File: config.mk
export PLATFORM = sky130hd
export DESIGN_NAME = spike_rate_decoder
export DESIGN_NICKNAME = d
export VERILOG_FILES = /design/src/rtl/spike_dec_pkg.sv /design/src/rtl/spike_ch_counter.sv /design/src/rtl/spike_rate_decoder.sv
export SDC_FILE = /design/constraint.sdc
export NUM_CORES = 1
export LEC_CHECK = 0
export CORE_ASPECT_RATIO = 1.4
export CORE_MARGIN = 2
export CORE_UTILIZATION = 51
export DETAILED_ROUTE_END_ITERATION = 10
export GPL_TIMING_DRIVEN = 0
export PLACE_DENSITY = 0.73
export SLEW_MARGIN = 25
export SYNTH_ARGS = -nofsm -noshare
export SYNTH_HDL_FRONTEND = slang
export SYNTH_SLANG_ARGS = --single-unit
File: constraint.sdc
create_clock -name clk -period 3.85 [get_ports clk]
set_clock_uncertainty 0.1 [all_clocks]
set_input_delay 0.77 -clock clk [delete_from_list [all_inputs] [get_ports clk]]
set_output_delay 0.77 -clock clk [all_outputs]
set_load 0.01 [all_outputs]
File: src/rtl/spike_dec_pkg.sv
// Shared types and helpers for the spike rate decoder: send FSM states and
// the saturation ceiling used by the per-channel counters.
package spike_dec_pkg;

  typedef enum logic {
    IDLE = 1'b0,
    SEND = 1'b1
  } send_state_e;

  function automatic int unsigned sat_max(input int unsigned w);
    return (w >= 32) ? 32'hFFFF_FFFF : ((32'd1 << w) - 32'd1);
  endfunction

endpackage

File: src/rtl/spike_ch_counter.sv
// One spike channel: rising-edge detector, saturating window counter with a
// sticky sat bit, and (with SPIKE_DEC_ISI_EN) the minimum inter-spike interval.
module spike_ch_counter
  import spike_dec_pkg::*;
#(
  parameter int COUNT_W = 8
) (
  input  logic               clk,
  input  logic               rst_n,
  input  logic               en,
  input  logic               restart,
  input  logic               spike,
  output logic [COUNT_W-1:0] count,
  output logic               sat
`ifdef SPIKE_DEC_ISI_EN
  ,
  output logic [COUNT_W-1:0] isi
`endif
);

  localparam logic [COUNT_W-1:0] CMAX = COUNT_W'(sat_max(COUNT_W));

  logic               prev_q;
  logic               rise;
  logic               at_max;
  logic [COUNT_W-1:0] cnt_q;
  logic               sat_q;

  // Edges seen while disabled are dropped, but prev still tracks the level.
  assign rise   = en & spike & ~prev_q;
  assign at_max = (cnt_q == CMAX);

  // count/sat include the current cycle's edge so a close-cycle edge lands
  // in the snapshot of the window that is closing.
  assign count = (rise && !at_max) ? cnt_q + COUNT_W'(1) : cnt_q;
  assign sat   = sat_q | (rise & at_max);

  always_ff @(posedge clk or negedge rst_n) begin
    if (!rst_n) begin
      prev_q <= 1'b0;
      cnt_q  <= '0;
      sat_q  <= 1'b0;
    end else begin
      prev_q <= spike;
      if (restart) begin
        cnt_q <= '0;
        sat_q <= 1'b0;
      end else begin
        cnt_q <= count;
        sat_q <= sat;
      end
    end
  end

`ifdef SPIKE_DEC_ISI_EN
  logic [COUNT_W-1:0] itv_q;
  logic [COUNT_W-1:0] min_q;
  logic               seen_q;

  // itv_q holds the enabled-cycle distance back to the previous edge.
  assign isi = (rise && seen_q && (itv_q < min_q)) ? itv_q : min_q;

  always_ff @(posedge clk or negedge rst_n) begin
    if (!rst_n) begin
      itv_q  <= '0;
      min_q  <= CMAX;
      seen_q <= 1'b0;
    end else if (en) begin
      if (rise)                itv_q <= COUNT_W'(1);
      else if (itv_q != CMAX)  itv_q <= itv_q + COUNT_W'(1);
      if (restart) begin
        min_q  <= CMAX;
        seen_q <= 1'b0;
      end else if (rise) begin
        min_q  <= isi;
        seen_q <= 1'b1;
      end
    end
  end
`endif

endmodule

File: src/rtl/spike_rate_decoder.sv
// Counts spike edges per channel over a programmable window and streams the
// per-channel snapshot over valid/ready. Optional ISI tracking: SPIKE_DEC_ISI_EN.
module spike_rate_decoder
  import spike_dec_pkg::*;
#(
  parameter  int NUM_CH   = 2,
  parameter  int COUNT_W  = 8,
  parameter  int WINDOW_W = 8,
  localparam int CH_W     = (NUM_CH > 1) ? $clog2(NUM_CH) : 1
) (
  input  logic                clk,
  input  logic                rst_n,
  input  logic                en,
  input  logic [NUM_CH-1:0]   spike_in,
  input  logic [WINDOW_W-1:0] window_len,
  input  logic                ovr_clr,
  input  logic                out_ready,
  output logic                out_valid,
  output logic [CH_W-1:0]     out_ch,
  output logic [COUNT_W-1:0]  out_count,
  output logic                out_sat,
  output logic [COUNT_W-1:0]  out_isi,
  output logic                overrun
);

  // ---------------- window timer ----------------
  logic [WINDOW_W-1:0] timer_q, len_q, len_start, len_eff;
  logic                close;

  assign len_start = (window_len == '0) ? WINDOW_W'(1) : window_len;
  // In the first cycle of a window the live length applies; it is latched then.
  assign len_eff   = (timer_q == '0) ? len_start : len_q;
  assign close     = en && (timer_q == len_eff - WINDOW_W'(1));

  always_ff @(posedge clk or negedge rst_n) begin
    if (!rst_n) begin
      timer_q <= '0;
      len_q   <= WINDOW_W'(1);
    end else if (en) begin
      if (timer_q == '0) len_q <= len_start;
      timer_q <= close ? '0 : timer_q + WINDOW_W'(1);
    end
  end

  // ---------------- per-channel counters ----------------
  logic [NUM_CH-1:0][COUNT_W-1:0] cnt_w;
  logic [NUM_CH-1:0]              sat_w;
`ifdef SPIKE_DEC_ISI_EN
  logic [NUM_CH-1:0][COUNT_W-1:0] isi_w;
`endif

  for (genvar g = 0; g < NUM_CH; g++) begin : g_ch
    spike_ch_counter #(
      .COUNT_W(COUNT_W)
    ) u_ch (
      .clk    (clk),
      .rst_n  (rst_n),
      .en     (en),
      .restart(close),
      .spike  (spike_in[g]),
      .count  (cnt_w[g]),
      .sat    (sat_w[g])
`ifdef SPIKE_DEC_ISI_EN
      ,
      .isi    (isi_w[g])
`endif
    );
  end

  // ---------------- send FSM ----------------
  send_state_e     state_q, state_d;
  logic [CH_W-1:0] ch_q, ch_d;
  logic            load, ovr_set, xfer, last;

  assign last = (ch_q == CH_W'(NUM_CH - 1));

  always_comb begin
    state_d   = state_q;
    ch_d      = ch_q;
    load      = 1'b0;
    ovr_set   = 1'b0;
    out_valid = (state_q == SEND);
    xfer      = out_valid && out_ready;
    case (state_q)
      IDLE: begin
        if (close) begin
          load    = 1'b1;
          ch_d    = '0;
          state_d = SEND;
        end
      end
      SEND: begin
        if (xfer && last) begin
          // Final word leaves this cycle, so a coinciding close is not an overrun.
          ch_d = '0;
          if (close) load = 1'b1;
          else       state_d = IDLE;
        end else begin
          if (xfer)  ch_d = ch_q + CH_W'(1);
          if (close) ovr_set = 1'b1;
        end
      end
      default: state_d = IDLE;
    endcase
  end

  always_ff @(posedge clk or negedge rst_n) begin
    if (!rst_n) begin
      state_q <= IDLE;
      ch_q    <= '0;
    end else begin
      state_q <= state_d;
      ch_q    <= ch_d;
    end
  end

  // ---------------- holding bank ----------------
  logic [NUM_CH-1:0][COUNT_W-1:0] bank_cnt;
  logic [NUM_CH-1:0]              bank_sat;

  always_ff @(posedge clk or negedge rst_n) begin
    if (!rst_n) begin
      bank_cnt <= '0;
      bank_sat <= '0;
    end else if (load) begin
      bank_cnt <= cnt_w;
      bank_sat <= sat_w;
    end
  end

  assign out_ch    = ch_q;
  assign out_count = bank_cnt[ch_q];
  assign out_sat   = bank_sat[ch_q];

`ifdef SPIKE_DEC_ISI_EN
  logic [NUM_CH-1:0][COUNT_W-1:0] bank_isi;

  always_ff @(posedge clk or negedge rst_n) begin
    if (!rst_n)    bank_isi <= '0;
    else if (load) bank_isi <= isi_w;
  end

  assign out_isi = bank_isi[ch_q];
`else
  assign out_isi = '0;
`endif

  // ---------------- overrun flag ----------------
  always_ff @(posedge clk or negedge rst_n) begin
    if (!rst_n)       overrun <= 1'b0;
    else if (ovr_set) overrun <= 1'b1;
    else if (ovr_clr) overrun <= 1'b0;
  end

endmodule

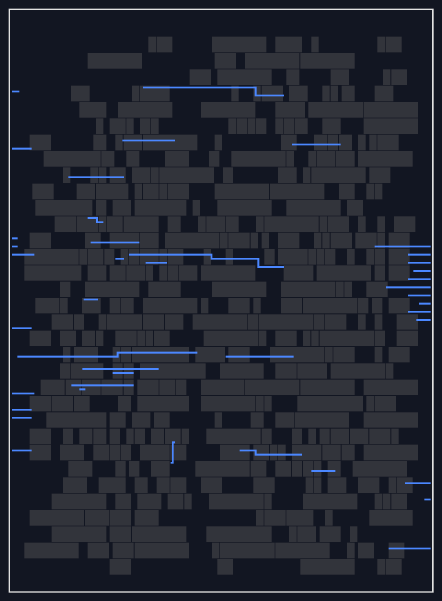
Run 1: metal 3
Drawn at 6 px/micron.
The layer holds 3.8% of the routed length. 35 nets have wire on it. The layer carries 256 microns of wire. The wires run mostly horizontal.

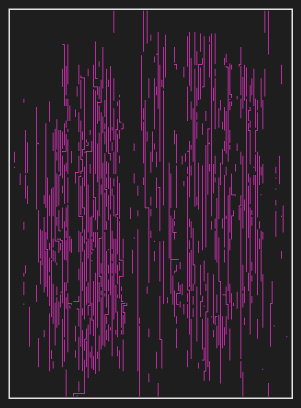
Run 1: met2 routing
Drawn at 4 px/micron.
The layer carries 3,660 microns of wire. 336 nets have wire on it.

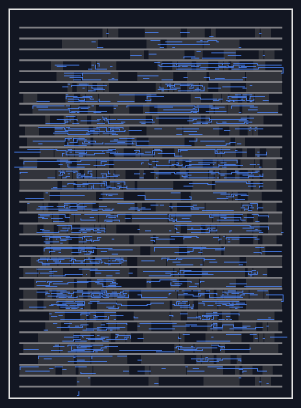
Run 1: the metal 1 layer
Drawn at 4 px/micron. Supply wires on this layer in grey.
The layer carries 2,760 microns of wire. 347 nets have wire on it. The wires run mostly horizontal. The layer holds 41% of the routed length. The longest straight run is 18.9 microns.
total number of vias: 2,424
drt total wl: 6800 microns

==> impl_metrics.tcl, run 1 <==
# place-and-route summary
set metrics [dict create \
    period_minus_slack_ns 3.69 \
    p_int_uw 1810 \
    fa_ha_area_frac 0.0199 \
    hold_viol 0 \
    hpwl_microns 4940 \
    synth.most_common_cell "dfrtp_1" \
    fp.dieH_microns 96.9 \
    synthArstFlopShare 1.00 \
    critPathMaxStageDelay_ns 0.44 \
    dp_cells 420 \
    vias_per_cell 5.42 \
    status "complete, no violations" \
    simple_gate_share 0.187 \
    lay_top_count "dfrtp_1" \
    crit_fanout 7 \
    yosys-top-cells-area "dfrtp_1 45%, mux2i_1 7.3%, xor2_1 4.5%" \
    crit_slowest_cell "dfrtp_2" \
    clock.fmax_mhz 271 \
    ys_seq_frac 0.454 \
    routabilityCongestion 0.892 \
    cts_made_buffers 9 \
    core_sq_um 5900 \
    yosys_area_sq_um 3140 \
    cp.arrival_ns 3.85 \
    cts_setup_buffers 5 \
    irDropWorstVdd_mv 0.378 \
    clock_power_share 0.240 \
    clock-sinks 57 \
    fillers 491 \
    grt.total_usage 0.217 \
    grtUsageMet2 0.370 \
    stdcell_area_sq_um 3970 \
    grt_overflow 0 \
    final_cells 447 \
    postLayoutCoreUtil 0.672 \
    switching_share 0.368 \
    setup_slack_ns 0.162 \
    busiest_layer "met2" \
    finalCritPeriodShare 0.958 \
    dpl_worst_slack_ns -0.538 \
    reg2reg_from "timer_q[0]$_DFFE_PN0P_" \
    worstHoldPathType "primary input to asynchronous set/reset pin" \
    cp_cell_sequence "inv_2 > ha_2 > or4b_1 > buf_4 > a2111oi_4 > nor2_4 > inv_2 > ha_4 > xor2_2 > a21oi_1 > and4b_1 > o2111ai_4 > nor4b_4 > buf_6 > clkbuf_16 > mux2i_1" \
]
[run 1: final cells by class]
type	instances	area, sq um	area share
timing repair buffer	38	390	0.0984
buffer	21	139	0.0350
clock buffer	11	141	0.0356
inverter	25	93.8	0.0237
clock inverter	5	103	0.0259
tap	70	87.6	0.0221
sequential	57	1430	0.361
multi-input combinational	220	1580	0.399
[run 1: state kept, by name, indices dropped and copies added, names as in the netlist]
| name | cells |
|---|---|
| timer_q | 8 |
| g_ch.u_ch.prev_q | 2 |
| g_ch.u_ch.cnt_q | 16 |
| overrun | 1 |
| g_ch.u_ch.sat_q | 2 |
| bank_sat | 2 |
| out_ch | 1 |
| out_valid | 1 |
| len_q | 8 |
| bank_cnt | 16 |
## Run 2: what changed since run 1
- CAP_MARGIN: unset -> 15
- CORE_UTILIZATION: 51 -> 36
- PLACE_DENSITY: 0.73 -> 0.54
==> impl_metrics.tcl, run 2 <==
# place-and-route summary
set metrics [dict create \
    yosys_area_sq_um 3140 \
    nClkBuffers 14 \
    cp_cell_sequence "inv_4 > ha_4 > or4b_4 > buf_6 > a2111oi_4 > nor2_4 > inv_2 > ha_4 > xor2_2 > a21oi_1 > and4b_1 > o2111ai_4 > buf_4 > nor3_4 > clkbuf_4 > nor2_1" \
    worstHoldPathType "primary input to asynchronous set/reset pin" \
    final_cells 488 \
    status "complete, no violations" \
    clock-sinks 57 \
    n_all_inverters 25 \
    synthArstFlopShare 1.00 \
    fa_ha_area_frac 0.0199 \
    seq_cells 57 \
    crit_fanout 10 \
    fillers 794 \
    logic_gate_count 220 \
    lay_top_count "dfrtp_1" \
    finalCritPeriodShare 0.958 \
    routabilityCongestion 0.822 \
    mi_logic_area_sq_um 1590 \
    reg_top3 "bank_cnt (16), g_ch.u_ch.cnt_q (16)" \
    setup_slack_ns 0.162 \
    num_tap_cells 105 \
    hold_viol 0 \
    seq-cell-share 0.344 \
    comb_area_frac 0.383 \
    period_minus_slack_ns 3.69 \
    synth.most_common_cell "dfrtp_1" \
]
[run 2: worst paths after layout]
path	end	slack, ns
max reg2reg	g_ch[0].u_ch.cnt_q[0]$_DFF_PN0_	0.16
min reg2reg	g_ch[0].u_ch.sat_q$_DFF_PN0_	0.38
max	g_ch[0].u_ch.cnt_q[0]$_DFF_PN0_	0.16
min in group clk	g_ch[0].u_ch.sat_q$_DFF_PN0_	0.38
min	bank_cnt[3]$_DFFE_PN0P_	0.21
max in group asynchronous	len_q[0]$_DFFE_PN1P_	2.89
[run 2: repair_timing]
action / CTS / global route
pin swaps: 2 / 3
gates cloned: 0 / 1
endpoints found under the setup margin: 38 / 47
buffers inserted: 5 / 11
resized: 7 / 15
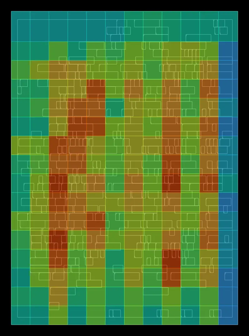
Run 2: congestion heat map
Post-Route Utilization: 0.485
Top Usage Layer GRT: met2
met2 Use GR: 0.277

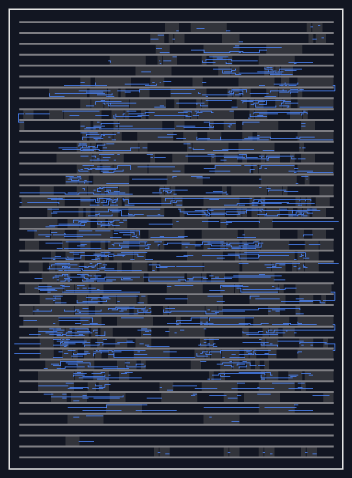
Run 2: the metal 1 layer
Drawn at 4 px/micron. Supply wires on this layer in grey.
The layer carries 2,980 microns of wire. The layer holds 42% of the routed length.
drt total wl: 7120 microns
met1 GRT Util: 0.181
total number of vias: 2,450

